Design vsb_writeback_stage, sky130hd; sources not shown.
### Routing congestion

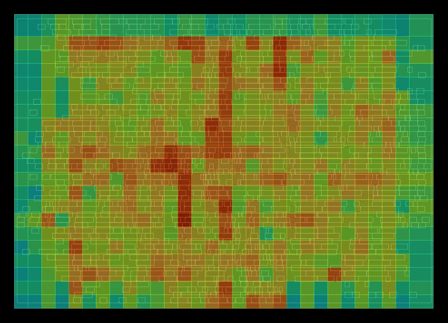
Global Route Usage Sum: 20.60%
final core utilization: 56.40%
grt peak-use layer: met2
drt wl/cell: 21.21 um

### Nets reached from selected ports

Scale bar: 50 um.
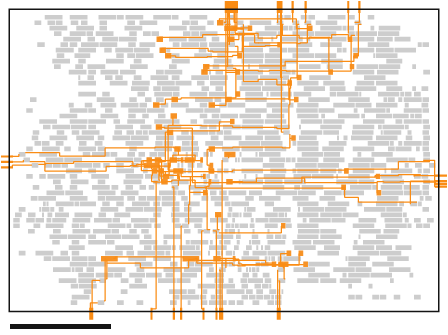
Key: orange = WbDataIn [bits 32, direction input, end cells 75, buffers 32, wire 3,110 um]
number of port buffers: 151
Ports: 170

### M1 wires

Scale bar: 50 um. Supply wires on this layer in gray. Cells faint in the background.
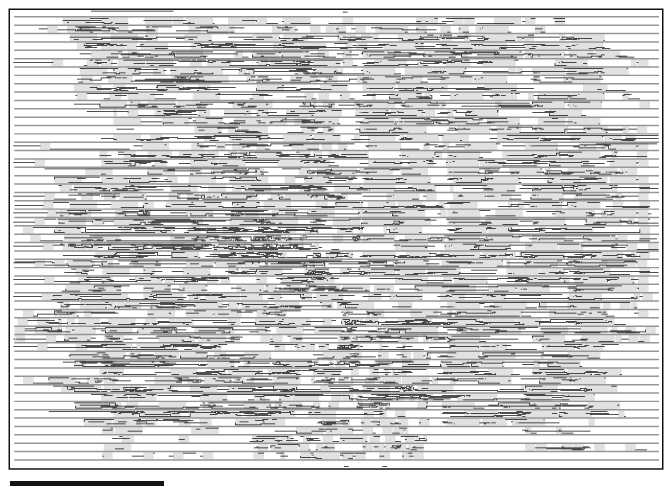
1,016 nets have wire on it. The longest straight run is 76.8 um.
via count: 7,668
Routed WL: 30,340 um
met1 Use GR: 30.03%

### Register map, names as in the netlist

Scale bar: 50 um.
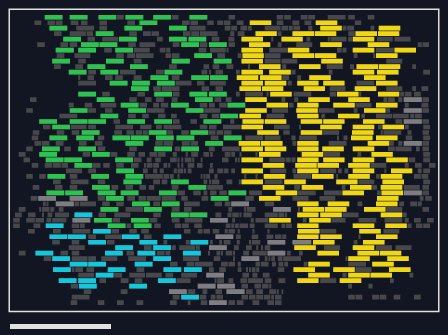
Key: yellow = fifo_mem [placed flops 156]; cyan = vec_q [placed flops 32, where lower left]; green = tag_q [placed flops 108]
Reg area: 8790 um2
seq pwr: 2480 uW
sequential cell area share: 51.54%

### Signal wires by layer

Two of the layers only.
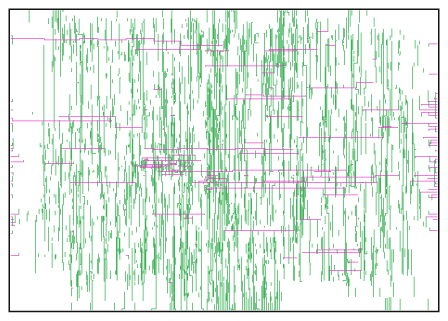
Key: magenta = met3 [wire length 1,590 um]; green = met2 [wire length 13,900 um]

==> results_dict.tcl <==
# metrics dict for downstream scripts
set metrics [dict create \
    intPower_uw 3916 \
    hold_slack_ps 362.2 \
    layout.nonclk_buf_share_pct 10.34 \
    tap_cells 412 \
    top_area_cell "edfxtp_1" \
    synth.area.top_cells "edfxtp_1, dfrtp_1, mux4_2, mux2_1, mux2_2" \
    sh_comb_area_pct 28.37 \
    dp_slack_ps 528.3 \
    ir_drop_v 0.0001899 \
    dr_wl_met3_um 1585 \
    numSequentialCells 320 \
    fin_nets 1119 \
    largest_register_ffs 156 \
    post_cts_resized 0 \
    nNonClkInverters 18 \
    critical_path.cell_chain "clkdlybuf4s50_1, buf_12, clkinv_1, a32oi_1, o211ai_1, or3_1, nor3_1, nand2_1, a21oi_1, ha_1, inv_1, fa_1, xor2_1, nor2_1, xor2_1" \
    ys_seq_share_pct 63.17 \
    hp-class "reg -> reg" \
    outcome "finished, final reports clean" \
    gp_congestion 0.8374 \
    power_uw 5122 \
    rsz0062_at_grt "false" \
    cts_setup_buffers 0 \
    root_buffer "clkbuf_16" \
    synth_top_cell_by_count "dfrtp_1" \
    layout_top_cells "dfrtp_1, edfxtp_1, clkdlybuf4s50_1" \
    maxCapViolCount 0 \
    fin_crit_ps 4758 \
    finalClockPeriodUsage_pct 82.03 \
    area_growth_pct 22.58 \
    first_iter_violations 453 \
    dr_wl_met2_um 13920 \
    layout-drive-gt1-share_pct 20.35 \
    leakage_uw 0.007407 \
    power_leader "registers" \
    top_area_share_pct 33.67 \
    clock-sinks 320 \
]
Power figures rest on the tool's default switching activity, not on a simulated workload.
